Placement by cell class:
Bar = 20 um. Fill, decap, tap and diode cells in gray.
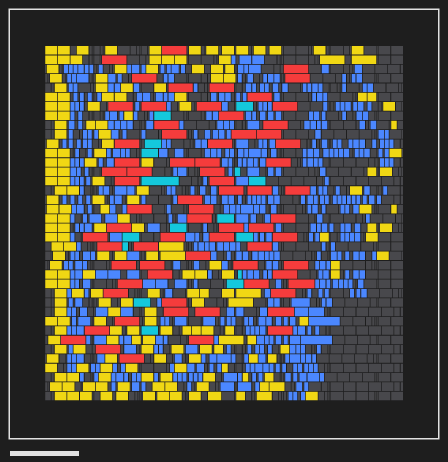
Cell density map:
12 x 12 tiles, from white (low) to dark blue (high), 0 to 100% covered.
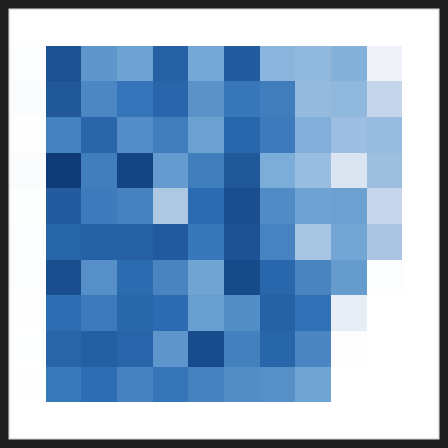
$ cat src/rtl/rf_ctrl_pkg.sv
// Shared constants and payload types for the register-file write-back controller.
package rf_ctrl_pkg;

   localparam int unsigned XLEN   = 32;
   localparam int unsigned NREG   = 32;
   localparam int unsigned REG_AW = 5;
   localparam int unsigned NREQ   = 3;
   localparam int unsigned PTR_W  = (NREQ > 1) ? $clog2(NREQ) : 1;

   localparam int unsigned REQ_ALU = 0;
   localparam int unsigned REQ_LSU = 1;
   localparam int unsigned REQ_CSR = 2;

   typedef struct packed {
      logic [REG_AW-1:0] rd;
      logic [XLEN-1:0]   data;
   } wb_req_t;

endpackage

$ cat src/rtl/rf_wb_ctrl_if.sv
// Bundle between execution units/decode and the write-back controller.
interface rf_wb_ctrl_if;
   import rf_ctrl_pkg::*;

   logic [NREQ-1:0]        req_valid;
   logic [NREQ-1:0]        req_ready;
   logic [NREQ*REG_AW-1:0] req_rd;
   logic [NREQ*XLEN-1:0]   req_data;
   logic                   reg_write;
   logic [REG_AW-1:0]      rd_addr;
   logic [XLEN-1:0]        write_data;
   logic                   issue_valid;
   logic [REG_AW-1:0]      issue_rd;
   logic [REG_AW-1:0]      rs1_addr;
   logic [REG_AW-1:0]      rs2_addr;
   logic                   rs1_busy;
   logic                   rs2_busy;

   modport slave (
      input  req_valid, req_rd, req_data, issue_valid, issue_rd, rs1_addr, rs2_addr,
      output req_ready, reg_write, rd_addr, write_data, rs1_busy, rs2_busy
   );

   modport master (
      output req_valid, req_rd, req_data, issue_valid, issue_rd, rs1_addr, rs2_addr,
      input  req_ready, reg_write, rd_addr, write_data, rs1_busy, rs2_busy
   );

endinterface

$ cat src/rtl/rr_arbiter.sv
// Combinational round-robin pick: priority starts at ptr and wraps modulo N.
module rr_arbiter #(
   parameter int unsigned N  = 3,
   parameter int unsigned IW = (N > 1) ? $clog2(N) : 1
) (
   input  logic [N-1:0]  valid,
   input  logic [IW-1:0] ptr,
   output logic [N-1:0]  grant,
   output logic [IW-1:0] winner
);

   logic          found;
   int unsigned   sum;
   logic [IW-1:0] idx;

   always_comb begin
      grant  = '0;
      winner = '0;
      found  = 1'b0;
      sum    = 0;
      idx    = '0;
      for (int unsigned k = 0; k < N; k++) begin
         sum = 32'(ptr) + k;
         if (sum >= N) sum = sum - N;
         idx = IW'(sum);
         if (!found && valid[idx]) begin
            found       = 1'b1;
            grant[idx]  = 1'b1;
            winner      = idx;
         end
      end
   end

endmodule

$ cat src/rtl/rf_wb_ctrl.sv
// Write-back controller: arbitrates the single register-file write port and
// tracks pending destination writes in a busy scoreboard for decode stalls.
module rf_wb_ctrl
   import rf_ctrl_pkg::*;
(
   input  logic         clk,
   input  logic         rst,
   rf_wb_ctrl_if.slave  bus
);

   logic [PTR_W-1:0] ptr_q, ptr_d;
   logic             we_q, we_d;
   wb_req_t          wr_q, wr_d;
   logic [NREG-1:0]  busy_q, busy_d;

   logic [NREQ-1:0]  grant;
   logic [PTR_W-1:0] winner;
   logic             hs;

   rr_arbiter #(.N(NREQ), .IW(PTR_W)) u_arb (
      .valid  (bus.req_valid),
      .ptr    (ptr_q),
      .grant  (grant),
      .winner (winner)
   );

   // Grant is suppressed during reset so nothing is accepted and lost.
   assign bus.req_ready = rst ? '0 : grant;
   assign hs            = |bus.req_ready;

   always_comb begin
      ptr_d  = ptr_q;
      we_d   = 1'b0;
      wr_d   = wr_q;
      busy_d = busy_q;
      if (hs) begin
         wr_d.rd   = bus.req_rd[32'(winner)*REG_AW +: REG_AW];
         wr_d.data = bus.req_data[32'(winner)*XLEN +: XLEN];
         we_d      = (wr_d.rd != '0);
         ptr_d     = (32'(winner) == NREQ - 1) ? '0 : winner + PTR_W'(1);
      end
      // Clear first so a same-edge issue to the same register keeps it busy.
      if (we_q) busy_d[wr_q.rd] = 1'b0;
      if (bus.issue_valid && (bus.issue_rd != '0)) busy_d[bus.issue_rd] = 1'b1;
      busy_d[0] = 1'b0;
   end

   always_ff @(posedge clk) begin
      if (rst) begin
         ptr_q  <= '0;
         we_q   <= 1'b0;
         wr_q   <= '0;
         busy_q <= '0;
      end else begin
         ptr_q  <= ptr_d;
         we_q   <= we_d;
         wr_q   <= wr_d;
         busy_q <= busy_d;
      end
   end

   assign bus.reg_write  = we_q;
   assign bus.rd_addr    = wr_q.rd;
   assign bus.write_data = wr_q.data;
   assign bus.rs1_busy   = busy_q[bus.rs1_addr];
   assign bus.rs2_busy   = busy_q[bus.rs2_addr];

endmodule
$ cat src/flat_wrapper.sv
// flat-port wrapper written by rule: the top's interface ports become plain ports
module rf_wb_ctrl_flat import rf_ctrl_pkg::*;
  (clk, rst, bus_req_valid, bus_req_rd, bus_req_data, bus_issue_valid, bus_issue_rd, bus_rs1_addr, bus_rs2_addr, bus_req_ready, bus_reg_write, bus_rd_addr, bus_write_data, bus_rs1_busy, bus_rs2_busy);
  rf_wb_ctrl_if bus_i ();
  input  logic clk;
  input  logic rst;
  input wire logic [$bits(bus_i.req_valid)-1:0] bus_req_valid;
  input wire logic [$bits(bus_i.req_rd)-1:0] bus_req_rd;
  input wire logic [$bits(bus_i.req_data)-1:0] bus_req_data;
  input wire logic [$bits(bus_i.issue_valid)-1:0] bus_issue_valid;
  input wire logic [$bits(bus_i.issue_rd)-1:0] bus_issue_rd;
  input wire logic [$bits(bus_i.rs1_addr)-1:0] bus_rs1_addr;
  input wire logic [$bits(bus_i.rs2_addr)-1:0] bus_rs2_addr;
  output wire logic [$bits(bus_i.req_ready)-1:0] bus_req_ready;
  output wire logic [$bits(bus_i.reg_write)-1:0] bus_reg_write;
  output wire logic [$bits(bus_i.rd_addr)-1:0] bus_rd_addr;
  output wire logic [$bits(bus_i.write_data)-1:0] bus_write_data;
  output wire logic [$bits(bus_i.rs1_busy)-1:0] bus_rs1_busy;
  output wire logic [$bits(bus_i.rs2_busy)-1:0] bus_rs2_busy;
  assign bus_i.req_valid = bus_req_valid;
  assign bus_i.req_rd = bus_req_rd;
  assign bus_i.req_data = bus_req_data;
  assign bus_i.issue_valid = bus_issue_valid;
  assign bus_i.issue_rd = bus_issue_rd;
  assign bus_i.rs1_addr = bus_rs1_addr;
  assign bus_i.rs2_addr = bus_rs2_addr;
  assign bus_req_ready = bus_i.req_ready;
  assign bus_reg_write = bus_i.reg_write;
  assign bus_rd_addr = bus_i.rd_addr;
  assign bus_write_data = bus_i.write_data;
  assign bus_rs1_busy = bus_i.rs1_busy;
  assign bus_rs2_busy = bus_i.rs2_busy;
  rf_wb_ctrl u_core (.clk(clk), .rst(rst), .bus(bus_i));
endmodule
$ cat config.mk
export PLATFORM = sky130hd
export DESIGN_NAME = rf_wb_ctrl_flat
export DESIGN_NICKNAME = d
export VERILOG_FILES = /design/src/rtl/rf_ctrl_pkg.sv /design/src/rtl/rf_wb_ctrl_if.sv /design/src/rtl/rr_arbiter.sv /design/src/rtl/rf_wb_ctrl.sv /design/src/flat_wrapper.sv
export SDC_FILE = /design/constraint.sdc
export NUM_CORES = 1
export LEC_CHECK = 0
export ABC_AREA = 1
export CORE_MARGIN = 10
export CORE_UTILIZATION = 40
export CTS_CLUSTER_DIAMETER = 40
export CTS_CLUSTER_SIZE = 25
export DETAILED_ROUTE_END_ITERATION = 10
export GPL_ROUTABILITY_DRIVEN = 1
export HOLD_SLACK_MARGIN = 0.08
export PLACE_DENSITY = 0.76
export SYNTH_ARGS = -nofsm -noshare
export SYNTH_HDL_FRONTEND = slang
export SYNTH_HIERARCHICAL = 1
export SYNTH_SLANG_ARGS = --single-unit
$ cat constraint.sdc
create_clock -name clk -period 2.7 [get_ports clk]
set_input_delay 0.54 -clock clk [delete_from_list [all_inputs] [get_ports clk]]
set_output_delay 0.54 -clock clk [all_outputs]
set_load 0.02 [all_outputs]
==> reports/writeup.txt <==
Total global-route track usage over all layers is 21.04%. Counting pins that exceed their max-slew limit in the final report gives 0. The worst hold path passes through 2 cells.

Yosys printed 6 warnings. The via count of the first global-routing pass came out at 5,428. TritonCTS built the clock tree.

Post-CTS repair ended up resizing 18 cells. For the placement-stage cell area, the log shows 6405 um^2. The floorplan net count was 821. The pin count of the biggest net entering global routing is 51, and the cell area after synthesis is 4378 um^2.

Tap insertion was completed with 140 tapcells. TritonRoute output was used to compute an average wire per cell of 17.03 um. Internal power comes to 3576 uW. Yosys attributes the largest share of cell area to sky130_fd_sc_hd__dfxtp_1 32%, sky130_fd_sc_hd__nand2_1 24%, sky130_fd_sc_hd__nand3_1 9.8%. The area added between synthesis and finish was 51.87%. The final hold violation count recorded for this run is 0. The cell family contributing the most delay on the critical path was simple AND/OR/NAND/NOR gates. The tools report the count of instantiated cells in the yosys netlist as 685. The most common logic cells in the final layout are 277 x sky130_fd_sc_hd__nand2_1, 166 x sky130_fd_sc_hd__clkdlybuf4s50_1, 85 x sky130_fd_sc_hd__nand3_1. At the worst endpoint, the arrival time is 2.06 ns. The run gives 0.002818 uW for the leakage dissipation. For the number of clock-tree buffers in the layout, the log shows 13. Setup repair after global routing could not meet its margin everywhere. The worst min-delay path startpoint was u_core/ptr_q[0].

According to the floorplan report, the total die area is 15,530 um^2. A synthesized cell averages 6.391 um^2. The die is 124.6 um tall. The worst setup path is of the flop to output port kind.

Transition time at the pin with the least slew margin: 0.6052 ns. The endpoint of the worst hold-timing path is u_core/ptr_q[0]. The end-of-flow timing check tallies setup violations at 0. Summed over all layers, the routed wires come to 17.18 mm.

Horizontal die dimension: 124.6 um. Per Yosys stat, the portion of area used by sequential elements is 32.47%. For the worst reg-to-reg setup slack, the log shows 0.27 ns. Along the worst path, the maximum fanout reaches 9. The share of final layout cell area taken by clock buffers and inverters came out at 3.143%. Based on the critical path, the design can be clocked at up to 0.3840 GHz. After the last flow step, the layout net total stands at 1,000. Per STA, the endpoint of the critical path is bus_req_ready[1]. The top-area cell type share of the netlist area was 32.47%; the buffer share of cell area was 30.77%.

The tools report the post-synthesis cell type count as 27. For the final non-filler cell area, the log shows 6649 um^2. The run gives 5.325 for the post-detailed-route via-to-cell ratio. On the critical path, the stage with the largest delay is an instance of sky130_fd_sc_hd__dfxtp_2. The logs give 5,373 for the total number of vias and 990 for the number of inserted filler cells in the final layout. The violation tally recorded at the end of detailed-routing iteration 0 is 342. With the power spent charging and discharging nets at 3102 uW, the power consumption is 6678 uW. The tools report the clock sink total as 71.

With the worst hold margin at 0.4763 ns, the share of layout cells above drive strength 1 is 11.51%. The setup skew after layout was 0.008610 ns; the count of inserted antenna diode cells was 0. The type of the most critical hold path is flop to flop.

Per the placement log, port buffering inserted 174 buffers. The combinational fraction of the cell area is 39.16%, and the number of standard cells after synthesis is 685. For reference, the top cells by count after synthesis are 278 x sky130_fd_sc_hd__nand2_1, 86 x sky130_fd_sc_hd__nand3_1, 71 x sky130_fd_sc_hd__dfxtp_1. Hold repair after CTS inserted 0 buffers.

Top cell type by instance count after synthesis: sky130_fd_sc_hd__nand2_1. Post-detailed-route count of antenna-violating nets: 0. The layout has 49 inverters outside the clock class.

The flow ran to the end, and the final reports show no timing, DRC or antenna violations. The clock network consumes a total of 884 uW. Yosys reported a register bit count of 71. The number of flops mapped to enable cells by yosys was 0. Summing all flip-flop and latch instances after layout gives 1424 um^2. The worst register-to-register path depth is 16. Per the CTS log, the maximum H-tree level is 3. For the total sequential power, the log shows 1480 uW. Clock latency on the worst-skew pair, taken at its later pin, is 0.34 ns. For reference, the critical path cell chain is inv_1 -> ha_4 -> inv_2 -> nand2_1 -> nand3_1 -> nand2_2 -> nand3_1 -> nand2_2 -> inv_2 -> nand2_1 -> nand2_1 -> inv_1 -> clkdlybuf4s15_2.

After layout, the minimum clock period comes to 2.604 ns. With the post-route clock period utilization at 96.45%, the routability-driven placement congestion ratio is 0.9128. Count of plain and timing-repair buffers in the layout: 205. After clock tree synthesis, the clock-pin slew on the worst setup and hold paths is 0.07 ns. The number of search-and-repair iterations in the first detailed-routing pass was 5. The most critical setup path has its startpoint at u_core/ptr_q[0]. The total buffers and inverters traversed by the critical path works out to 5. The design has 71 sequential cells.

The clock network is responsible for 13.2% of the overall power. The most frequent cell on the critical path was sky130_fd_sc_hd__nand2_1. The count of maximum capacitance violations was 0. The most common logic cell in the final layout is sky130_fd_sc_hd__nand2_1. With the number of cells on the critical path at 13, the sequential share of cell area is 21.42%. After floorplanning, the core was divided into 38 placement rows.

Note, the detailed placer reported a final HPWL of 13.89 mm. The share of total power dissipated in combinational logic is 64.6%. The count of tool warnings works out to 30. The DRC violation count after routing was 0.

Setup slack closes at 0.09572 ns. Per the power-grid run, VDD falls by no more than 0.5760 mV. The number of buffers added by the clock tree synthesis step was 9.

The instance count after placement with tap cells included was 993. The async set-or-reset flop fraction in the synthesized netlist came out at 0%. Once the clock tree was built, the setup fixing pass inserted 0 buffers.

The first global-routing pass estimated 27.68 mm of wire. The tools report the reg-to-reg critical path startpoint as u_core/ptr_q[0]. Layout multi-input combinational cell count: 528. In the final design, more cell area goes to combinational gates than to any other class. The clock passes through at most 2 buffers. The OpenROAD report gives the critical path a required time of 2.16 ns.
Notes on 'placement by cell class' above:
blue -> all other logic  # cells 577
red -> flip-flops  # cells 71
yellow -> other buffers and delay cells  # cells 205
cyan -> clock drivers and dummy loads  # cells 16

Notes on 'cell density map' above:
tiles over 75% full = 22%
fullest tile = 96%
densest ninth of the die = center
emptiest ninth of the die = lower right
nearly empty tiles = 34%
core occupancy in the finished layout: 61.60%
effective utilization at floorplan: 40.56%
Floorplan Core Area: 10,790 um^2

-- flip-flops by register name, summed over array words and instances, names as in the netlist --
register and count:
u_core/bus.rd_addr 5, u_core/bus.reg_write 1, u_core/bus.write_data 32, u_core/busy_q 31, u_core/ptr_q 2
-- cell families (layout without fill, tap and decap cells) --
kind of cell / after synthesis / after routing / share of synthesized area (%)
AND/OR/NAND/NOR: 420 / 420 / 42.44
flip-flops: 71 / 71 / 32.47
AND-OR/OR-AND: 104 / 104 / 14.89
buffers and inverters: 86 / 270 / 9.060
adder cells (fa/ha/maj): 4 / 4 / 1.143
-- layer usage --
layer / share of wire, % / global-route usage, % / vias up
met4: 1.8 / 6.306 / 0
met2: 51 / 38.49 / 226
met3: 10 / 8.468 / 24
met5: 0 / 0 / -
met1: 38 / 21.35 / 2491
li1: - / - / 2632
Power figures rest on the tool's default switching activity, not on a simulated workload.
